Run 1, placed cells, one color a class:
Bar = 20 microns. Fill, decap, tap and diode cells in gray.
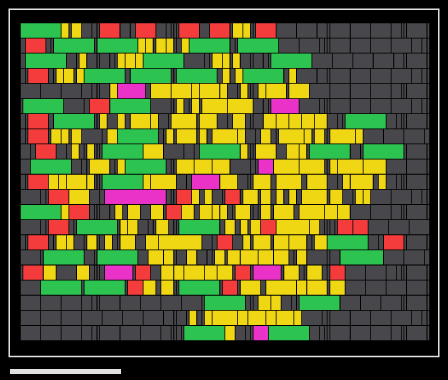
Run 1, placement view:
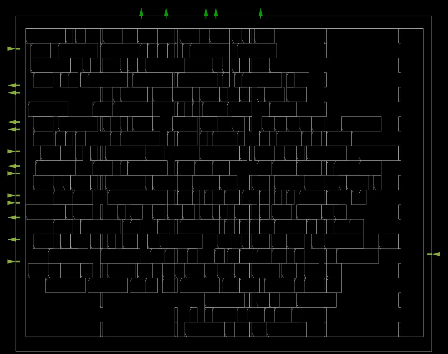
Run 1, wiring by layer:
Bar = 20 microns.
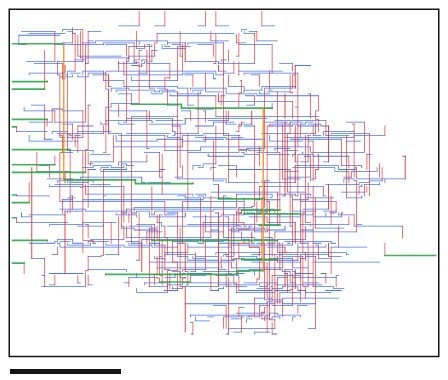
--- config.mk ---
export PLATFORM = sky130hd
export DESIGN_NAME = sipo_flat
export DESIGN_NICKNAME = d
export VERILOG_FILES = /design/src/rtl/sipo_if.sv /design/src/rtl/sipo.sv /design/src/flat_wrapper.sv
export SDC_FILE = /design/constraint.sdc
export NUM_CORES = 1
export LEC_CHECK = 0
export CAP_MARGIN = 30
export CORE_ASPECT_RATIO = 0.8
export CORE_MARGIN = 1.5
export CORE_UTILIZATION = 45
export CTS_CLUSTER_SIZE = 14
export DETAILED_ROUTE_END_ITERATION = 10
export HOLD_SLACK_MARGIN = 0.08
export PLACE_DENSITY_LB_ADDON = 0.3
export SLEW_MARGIN = 15
export SYNTH_ARGS = -nofsm -noshare
export SYNTH_HDL_FRONTEND = slang
export SYNTH_SLANG_ARGS = --single-unit
--- constraint.sdc ---
create_clock -name baud_clk -period 1.8 [get_ports baud_clk]
set_input_delay 0.36 -clock baud_clk [delete_from_list [all_inputs] [get_ports baud_clk]]
set_output_delay 0.36 -clock baud_clk [all_outputs]
set_load 0.01 [all_outputs]
--- src/rtl/sipo_if.sv ---
// Bundle of the UART receive line, frame configuration and host-side results.
// The line/config side drives the master modport; the receiver takes the slave.
interface sipo_if;
    logic       rx;
    logic       data_length;
    logic       stop_bits;
    logic [1:0] parity_type;
    logic [7:0] data_out;
    logic       rx_active;
    logic       rx_done;
    logic       parity_error;
    logic       framing_error;

    modport master (
        output rx, data_length, stop_bits, parity_type,
        input  data_out, rx_active, rx_done, parity_error, framing_error
    );

    modport slave (
        input  rx, data_length, stop_bits, parity_type,
        output data_out, rx_active, rx_done, parity_error, framing_error
    );
endinterface

--- src/rtl/sipo.sv ---
// UART receiver: oversampled, mid-bit sampled serial-in/parallel-out with 7/8 data bits,
// optional odd/even parity, one or two stop bits and break detection.
module sipo #(
    parameter int OVERSAMPLE = 16
) (
    input  logic    baud_clk,
    input  logic    rst,
    sipo_if.slave   bus
);
    localparam int CW = $clog2(OVERSAMPLE);
    localparam logic [CW-1:0] MID_CNT  = CW'(OVERSAMPLE / 2 - 1);
    localparam logic [CW-1:0] LAST_CNT = CW'(OVERSAMPLE - 1);

    typedef enum logic [2:0] {
        IDLE,
        START,
        DATA,
        PARITY,
        STOP1,
        STOP2,
        BREAK
    } state_t;

    state_t          state_reg, state_next;
    logic [1:0]      rx_sync_reg;
    logic [CW-1:0]   cnt_reg, cnt_next;
    logic [2:0]      bit_idx_reg, bit_idx_next;
    logic [7:0]      shift_reg, shift_next;
    logic            cfg_len_reg, cfg_len_next;
    logic            cfg_stop2_reg, cfg_stop2_next;
    logic [1:0]      cfg_par_reg, cfg_par_next;
    logic            pend_pe_reg, pend_pe_next;
    logic            pend_fe_reg, pend_fe_next;
    logic [7:0]      data_out_reg, data_out_next;
    logic            rx_active_reg, rx_active_next;
    logic            rx_done_reg, rx_done_next;
    logic            pe_reg, pe_next;
    logic            fe_reg, fe_next;

    logic            rx_s;
    logic            mid;
    logic            bit_end;
    logic            capture;
    logic            clear_shift;
    logic            finish;
    logic            fe_now;
    logic            par_en;
    logic            data_par;
    logic [2:0]      last_idx;
    logic [7:0]      data_masked;

    assign rx_s        = rx_sync_reg[1];
    assign mid         = (cnt_reg == MID_CNT);
    assign bit_end     = (cnt_reg == LAST_CNT);
    assign par_en      = (cfg_par_reg == 2'b01) || (cfg_par_reg == 2'b10);
    assign last_idx    = cfg_len_reg ? 3'd7 : 3'd6;
    assign data_masked = {cfg_len_reg & shift_reg[7], shift_reg[6:0]};
    assign data_par    = ^data_masked;

    // Each data bit lands in its own slot; the register is zeroed on every start edge.
    generate
        for (genvar gi = 0; gi < 8; gi++) begin : g_shift
            assign shift_next[gi] = clear_shift ? 1'b0 :
                                    (capture && (bit_idx_reg == 3'(gi))) ? rx_s :
                                    shift_reg[gi];
        end
    endgenerate

    always_comb begin
        state_next     = state_reg;
        bit_idx_next   = bit_idx_reg;
        cfg_len_next   = cfg_len_reg;
        cfg_stop2_next = cfg_stop2_reg;
        cfg_par_next   = cfg_par_reg;
        pend_pe_next   = pend_pe_reg;
        pend_fe_next   = pend_fe_reg;
        data_out_next  = data_out_reg;
        rx_active_next = rx_active_reg;
        rx_done_next   = 1'b0;
        pe_next        = pe_reg;
        fe_next        = fe_reg;
        capture        = 1'b0;
        clear_shift    = 1'b0;
        finish         = 1'b0;
        fe_now         = 1'b0;

        if (state_reg == IDLE || state_reg == BREAK) begin
            cnt_next = '0;
        end else begin
            cnt_next = bit_end ? '0 : cnt_reg + 1'b1;
        end

        case (state_reg)
            IDLE: begin
                if (!rx_s) begin
                    state_next     = START;
                    cnt_next       = '0;
                    cfg_len_next   = bus.data_length;
                    cfg_stop2_next = bus.stop_bits;
                    cfg_par_next   = bus.parity_type;
                    pend_pe_next   = 1'b0;
                    pend_fe_next   = 1'b0;
                    clear_shift    = 1'b1;
                end
            end
            START: begin
                if (mid) begin
                    if (rx_s) begin
                        state_next = IDLE;
                    end else begin
                        rx_active_next = 1'b1;
                    end
                end else if (bit_end) begin
                    state_next   = DATA;
                    bit_idx_next = 3'd0;
                end
            end
            DATA: begin
                if (mid) begin
                    capture = 1'b1;
                end
                if (bit_end) begin
                    if (bit_idx_reg == last_idx) begin
                        state_next = par_en ? PARITY : STOP1;
                    end else begin
                        bit_idx_next = bit_idx_reg + 3'd1;
                    end
                end
            end
            PARITY: begin
                // Even parity wants an even total including the parity bit, odd wants odd.
                if (mid) begin
                    if (cfg_par_reg == 2'b10) begin
                        if (data_par ^ rx_s) pend_pe_next = 1'b1;
                    end else begin
                        if (!(data_par ^ rx_s)) pend_pe_next = 1'b1;
                    end
                end
                if (bit_end) begin
                    state_next = STOP1;
                end
            end
            STOP1: begin
                if (mid) begin
                    if (cfg_stop2_reg) begin
                        if (!rx_s) pend_fe_next = 1'b1;
                    end else begin
                        finish = 1'b1;
                    end
                end else if (bit_end) begin
                    state_next = STOP2;
                end
            end
            STOP2: begin
                if (mid) begin
                    finish = 1'b1;
                end
            end
            BREAK: begin
                if (rx_s) begin
                    state_next = IDLE;
                end
            end
            default: begin
                state_next = IDLE;
            end
        endcase

        // Frame completes at the last stop bit's mid-sample, leaving half a bit of slack
        // before the next start edge.
        if (finish) begin
            fe_now         = pend_fe_reg | ~rx_s;
            data_out_next  = data_masked;
            pe_next        = pend_pe_reg;
            fe_next        = fe_now;
            rx_done_next   = 1'b1;
            rx_active_next = 1'b0;
            state_next     = (fe_now && (data_masked == 8'h00) && !rx_s) ? BREAK : IDLE;
        end
    end

    always_ff @(posedge baud_clk) begin
        if (rst) begin
            state_reg     <= IDLE;
            rx_sync_reg   <= 2'b11;
            cnt_reg       <= '0;
            bit_idx_reg   <= 3'd0;
            shift_reg     <= 8'h00;
            cfg_len_reg   <= 1'b0;
            cfg_stop2_reg <= 1'b0;
            cfg_par_reg   <= 2'b00;
            pend_pe_reg   <= 1'b0;
            pend_fe_reg   <= 1'b0;
            data_out_reg  <= 8'h00;
            rx_active_reg <= 1'b0;
            rx_done_reg   <= 1'b0;
            pe_reg        <= 1'b0;
            fe_reg        <= 1'b0;
        end else begin
            state_reg     <= state_next;
            rx_sync_reg   <= {rx_sync_reg[0], bus.rx};
            cnt_reg       <= cnt_next;
            bit_idx_reg   <= bit_idx_next;
            shift_reg     <= shift_next;
            cfg_len_reg   <= cfg_len_next;
            cfg_stop2_reg <= cfg_stop2_next;
            cfg_par_reg   <= cfg_par_next;
            pend_pe_reg   <= pend_pe_next;
            pend_fe_reg   <= pend_fe_next;
            data_out_reg  <= data_out_next;
            rx_active_reg <= rx_active_next;
            rx_done_reg   <= rx_done_next;
            pe_reg        <= pe_next;
            fe_reg        <= fe_next;
        end
    end

    assign bus.data_out      = data_out_reg;
    assign bus.rx_active     = rx_active_reg;
    assign bus.rx_done       = rx_done_reg;
    assign bus.parity_error  = pe_reg;
    assign bus.framing_error = fe_reg;
endmodule

--- src/flat_wrapper.sv ---
// flat-port wrapper written by rule: the top's interface ports become plain ports
module sipo_flat 
#(
    parameter int OVERSAMPLE = 16
)
  (baud_clk, rst, bus_rx, bus_data_length, bus_stop_bits, bus_parity_type, bus_data_out, bus_rx_active, bus_rx_done, bus_parity_error, bus_framing_error);
  sipo_if bus_i ();
  input  logic baud_clk;
  input  logic rst;
  input wire logic [$bits(bus_i.rx)-1:0] bus_rx;
  input wire logic [$bits(bus_i.data_length)-1:0] bus_data_length;
  input wire logic [$bits(bus_i.stop_bits)-1:0] bus_stop_bits;
  input wire logic [$bits(bus_i.parity_type)-1:0] bus_parity_type;
  output wire logic [$bits(bus_i.data_out)-1:0] bus_data_out;
  output wire logic [$bits(bus_i.rx_active)-1:0] bus_rx_active;
  output wire logic [$bits(bus_i.rx_done)-1:0] bus_rx_done;
  output wire logic [$bits(bus_i.parity_error)-1:0] bus_parity_error;
  output wire logic [$bits(bus_i.framing_error)-1:0] bus_framing_error;
  assign bus_i.rx = bus_rx;
  assign bus_i.data_length = bus_data_length;
  assign bus_i.stop_bits = bus_stop_bits;
  assign bus_i.parity_type = bus_parity_type;
  assign bus_data_out = bus_i.data_out;
  assign bus_rx_active = bus_i.rx_active;
  assign bus_rx_done = bus_i.rx_done;
  assign bus_parity_error = bus_i.parity_error;
  assign bus_framing_error = bus_i.framing_error;
  sipo #(.OVERSAMPLE(OVERSAMPLE)) u_core (.baud_clk(baud_clk), .rst(rst), .bus(bus_i));
endmodule
==> run notes, run 1 <==
The script parses the final routing iteration and logs DRC violations as 0. Per the final timing report, the hold violations number 0. The setup skew after layout was 0.00874 ns. For this run, the detailed router's first-pass iteration total came to 4. The CTS log lists the clock sinks for this run as 38.

The overall chip area was 4780 sq um. The post-route netlist has 13.6% of its cells at a drive strength greater than 1. The script computed a power per unit cell area of 719 nW/um^2.

Critical path startpoint: u_core.state_reg[0]. Worst-case hold slack: 0.411 ns. For this design the top-level I/O count stands at 19. The average routed wire per standard cell came out at 13.5 microns.

The flow measured a signed area growth from synthesis to layout of 19.4%. The run gives 1970 sq um as the post-synthesis instance area. After clock tree synthesis, the setup repair step added 0 buffers.

Counting distinct cell types in the post-synthesis netlist gives 46. Non-clock buffers in the final layout number 30. Using the TritonRoute via totals, the vias-per-cell ratio works out to 5.18. Yosys reports a chip area of 1970 sq um. The tools report the count of fill cells added during filler insertion as 416. The final layout report lists a non-clock inverter count of 14. Data arrives at the worst endpoint at 1.89 ns.

The synthesis run shows multiplexers occupying 8.77% of the cell area. The critical setup path kind is reg -> reg. The run finished with clean final reports. Async set-reset flop share out of synthesis: 0%.

Setup repair after global routing left no endpoint under its margin. The run gives 20 for the pin count of the biggest net entering global routing. For reference, simple AND, OR, NAND and NOR cells occupy 23.9% of the area reported after synthesis.

With the global placement routability congestion at 0.982, the number of nets at floorplan is 246. The stage-log warning count was 30; the final period demand of the worst path was 1.66 ns. The register share of the cell area is 32.4%, and the aoi/oai-family share of the synthesized area is 10.7%. The cell type group with the largest total delay on the critical path was flip-flops. In the final report, the number of pins over their slew limit comes to 0. The effective utilization at floorplan was 46.8%; the relative slew slack was 64.7%.

In the Yosys report the total cell count is 227. Per the finish-stage timing summary, setup violations number 0. 0 antenna diodes ended up in the layout. The signal on the critical path passes through and4b_1, o21a_1, a311oi_2, mux2i_1. For reference, the top logic cell family by area is simple AND/OR/NAND/NOR gates. The count of buffers added on input and output ports is 18. The run gives 299 for the number of instances in the placed design. The library cells used most frequently in the layout, excluding fill and tap cells, are dfxtp_1 (37), nor2_1 (24), nand2_1 (23). The first global-routing pass estimated 7360 microns of wire.
## Picture notes: 'placed cells, one color a class'
legend:
  magenta:
    class: clock drivers and dummy loads
    cells: 8
    share_of_their_area: 5.0%
  yellow:
    class: remaining logic cells
    cells: 174
    share_of_their_area: 50%
  green:
    class: registers
    cells: 38
    share_of_their_area: 33%
  red:
    class: remaining buffers and delay cells
    cells: 30
    share_of_their_area: 12%

## Picture notes: 'placement view'
number of standard cells in the final layout excluding fillers: 307
share of the core filled with cells: 56.0%
total number of tap cells: 57
Core Box Area: 4200 sq um
Flops: 38

## Picture notes: 'wiring by layer'
legend:
  red:
    layer: M2
    wire_length: 1560 microns
  green:
    layer: M3
    wire_length: 223 microns
  blue:
    layer: M1
    wire_length: 2320 microns
  orange:
    layer: M4
    wire_length: 53.7 microns

-- run 1: layer usage --
| layer | vias to the layer above | part of all wire [%] | global-route usage (%) |
|---|---|---|---|
| met5 | - | 0 | 0 |
| met4 | 0 | 1.3 | 5.56 |
| met3 | 5 | 5.4 | 6.47 |
| met2 | 32 | 37 | 26.2 |
| met1 | 735 | 56 | 29.2 |
| li1 | 818 | - | - |
-- run 1: cell usage after synthesis (all sizes together) (4+ instances only) --
library cell,count,area (sq um)
dfxtp,38,761
mux2i,15,150
buf,9,58.8
clkbuf,6,22.5
nand2,23,86.3
nor2,24,90.1
nand4,7,43.8
or2,5,31.3
nand2b,4,25.0
inv,14,52.6
nor3,7,35.0
ha,12,150
nand3,8,40.0
a21oi,12,60.1
xnor2,5,43.8
-- run 1: path summary, 6_finish.rpt --
kind,end,slack [ns],depth (start not counted)
worst max-delay path,u_core.state_reg[0],0.14,4
worst min-delay path,u_core.rx_sync_reg[1],0.41,1
worst min register to register,u_core.rx_sync_reg[1],0.41,1
worst max register to register,u_core.state_reg[0],0.14,4
-- run 1: where the power goes --
group	switching [uW]	total, uW	internal [uW]
Combinational	48.1	91.7	43.6
Sequential	9.78	857	848
Clock	329	742	412
-- run 1: per-stage QoR --
| step | setup WS (ns) | power [uW] | area (sq um) | utilization [%] |
|---|---|---|---|---|
| CTS | 0.142 | 1700 | 2340 | 55.7 |
| global route | 0.0304 | 1750 | 2350 | 56.0 |
| floorplan | 0.305 | 937 | 1970 | - |
| finish | 0.140 | 1690 | 2350 | 56.0 |
| detailed placement | 0.171 | 968 | 2230 | 53.0 |
| global placement | 0.0414 | 969 | 2230 | 53.0 |
-- run 1: timing repair --
item                                   CTS  global route
setup endpoints to repair                0             2
gates resized                            0             2
endpoints found under the hold margin    0             0
==> inputs of run 2 (changes only) <==
==> constraint.sdc (replaced) <==
create_clock -name baud_clk -period 1.5 [get_ports baud_clk]
set_input_delay 0.3 -clock baud_clk [delete_from_list [all_inputs] [get_ports baud_clk]]
set_output_delay 0.3 -clock baud_clk [all_outputs]
set_load 0.01 [all_outputs]
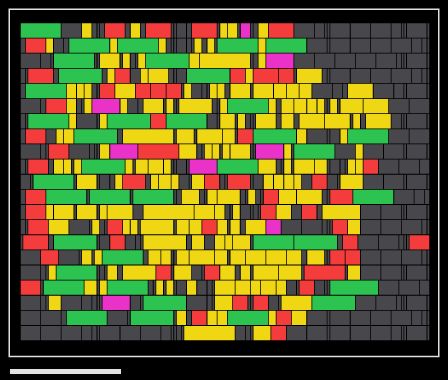
Run 2: placed cells, one color a class
Bar = 20 microns. Fill, decap, tap and diode cells in gray.
legend:
  magenta:
    class: clock drivers and dummy loads
    cells: 8
    share_of_their_area: 3.7%
  yellow:
    class: remaining logic cells
    cells: 174
    share_of_their_area: 47%
  green:
    class: registers
    cells: 38
    share_of_their_area: 30%
  red:
    class: remaining buffers and delay cells
    cells: 53
    share_of_their_area: 19%

==> run 2 against run 1 <==
Against the previous run: the run now ends with setup timing left; critical endpoint unchanged; clock skew about the same; final area up 14%; core utilization up 7.6 points; global-route usage up 1.4 points; wire length up 15%; worst setup slack worse by 0.17 ns.
==> run notes, run 2 <==
The flow ran to the end, but the final reports show violations. The final reports fail on setup timing. The run gives 0.858 (-13%) for the global placement routability congestion. The run gives 14.5 microns (+7.2%) for the average routed wire per standard cell.

The run gives 7870 microns (+7.0%) for the wire length of the first global-routing pass. The critical path in this run is classified as reg -> reg. The switching component of the power was 466 uW (+20%).

The run gives 10.7% (unchanged) for the aoi/oai-family share of the synthesized area. The number of nets at floorplan is 246 (unchanged). First-pass iteration count of the detailed router: 4 (unchanged).

The fraction of layout cells with a size suffix above 1 is 31.1% (+18 points). The endpoint identified for the worst register-to-register timing path is u_core.state_reg[0]. The async set-reset flop share out of synthesis was 0% (unchanged). The main area contributors are dfxtp_1 (39%), ha_1 (7.6%), mux2i_1 (7.6%), nor2_1 (4.6%), nand2_1 (4.4%).

Number of failing setup endpoints in the final timing report: 1 (+1). The cell depth of the worst flop-to-flop path was 5 (+1). Leaving out fill and tap cells, the most frequent cells in the layout are buf_4 (30), dfxtp_1 (25), nor2_1 (24).

The worst slack after detailed placement was -0.0607 ns (-0.231 ns); the relative contribution of the clock network to total power was 39.5% (-4.4 points). The worst-case hold slack is 0.413 ns (+0.00209 ns), and the number of antenna cells inserted is 0 (unchanged). The run gives 0.00862 ns (-0.000117 ns) for the setup skew after layout. The area of the core region was 4200 sq um (unchanged); the number of input and output port buffers inserted was 18 (unchanged). The critical path arrival was 1.74 ns (-0.15 ns); the global-route track usage on met3 was 3.82% (-2.6 points). The number of primary I/O pins is 19 (unchanged), and the final period demand of the worst path is 1.53 ns (-0.134 ns). With the sequential group power at 1030 uW (+20%), the part of the power in registers is 53.4% (+2.7 points).

The cell type contributing the most total cell area after synthesis was dfxtp_1. The most common cell in the synthesized netlist is dfxtp_1. The logs give 7.1% (+1.7 points) for the combinational power share and 227 (unchanged) for the number of cell instances after yosys synthesis.

The tools report the post-synthesis chip area from yosys as 1970 sq um (unchanged). The run gives 136 uW (+48%) as the combinational-cell power consumption. STA shows the worst min-delay path finishing at u_core.rx_sync_reg[1]. The total non-filler cell area in the finished layout was 2670 sq um (+14%); the final setup slack of the worst path was -0.0262 ns (-0.166 ns).
[run 2: cell counts after synthesis]
No cell type changed its count.
[run 2: worst max path at each step]
stage / start / end / slack (ns) / cells past startpoint
CTS: u_core.shift_reg[3] / u_core.pend_pe_reg / -0.04 / 6
global route: u_core.cnt_reg[0] / u_core.state_reg[0] / -0.09 / 5
finish: u_core.state_reg[0] / u_core.state_reg[0] / -0.03 / 5
floorplan: u_core.cnt_reg[0] / u_core.state_reg[0] / 0.005 / 5
global placement: u_core.cnt_reg[0] / u_core.bus.data_out[7] / -0.04 / 6
detailed placement: u_core.cnt_reg[0] / u_core.bit_idx_reg[2] / -0.06 / 4
[run 2: worst max-delay path: stages (launching register included)]
cell and delay (ns):
dfxtp_4 0.38, buf_4 0.16, inv_1 0.07, o21ai_0 0.16
a311oi_2 0.39, mux2i_1 0.27
[run 2: stage by stage]
step,util [%],power (uW),cells
after floorplan,-,1120,227
after global placement,57.0,1170,318
after detailed placement,57.0,1180,318
after CTS,61.6,1930,329
after global routing,63.5,1990,330
final,63.5,1920,330
[run 2: area by class of cell]
cell class | count | area (sq um)
timing repair buffer | 53 | 493
clock inverter | 2 | 12.5
fill | 342 | 1530
inverter | 14 | 52.6
tap | 57 | 71.3
sequential | 38 | 779
multi-input combinational | 160 | 1180
clock buffer | 6 | 82.6
[run 2: timing repair]
item	CTS	global route
hold buffers	0	0
setup endpoints to repair	21	34
pin swaps	10	8
buffers inserted	3	1
resized	23	22
[run 2: per-layer routing]
layer / part of all wire [%] / up-vias
met3: 4.8 / 7
met4: 1.5 / 0
met5: 0 / -
met1: 50 / 790
met2: 44 / 47
li1: - / 866
Power is estimated from default activity; no workload was simulated.
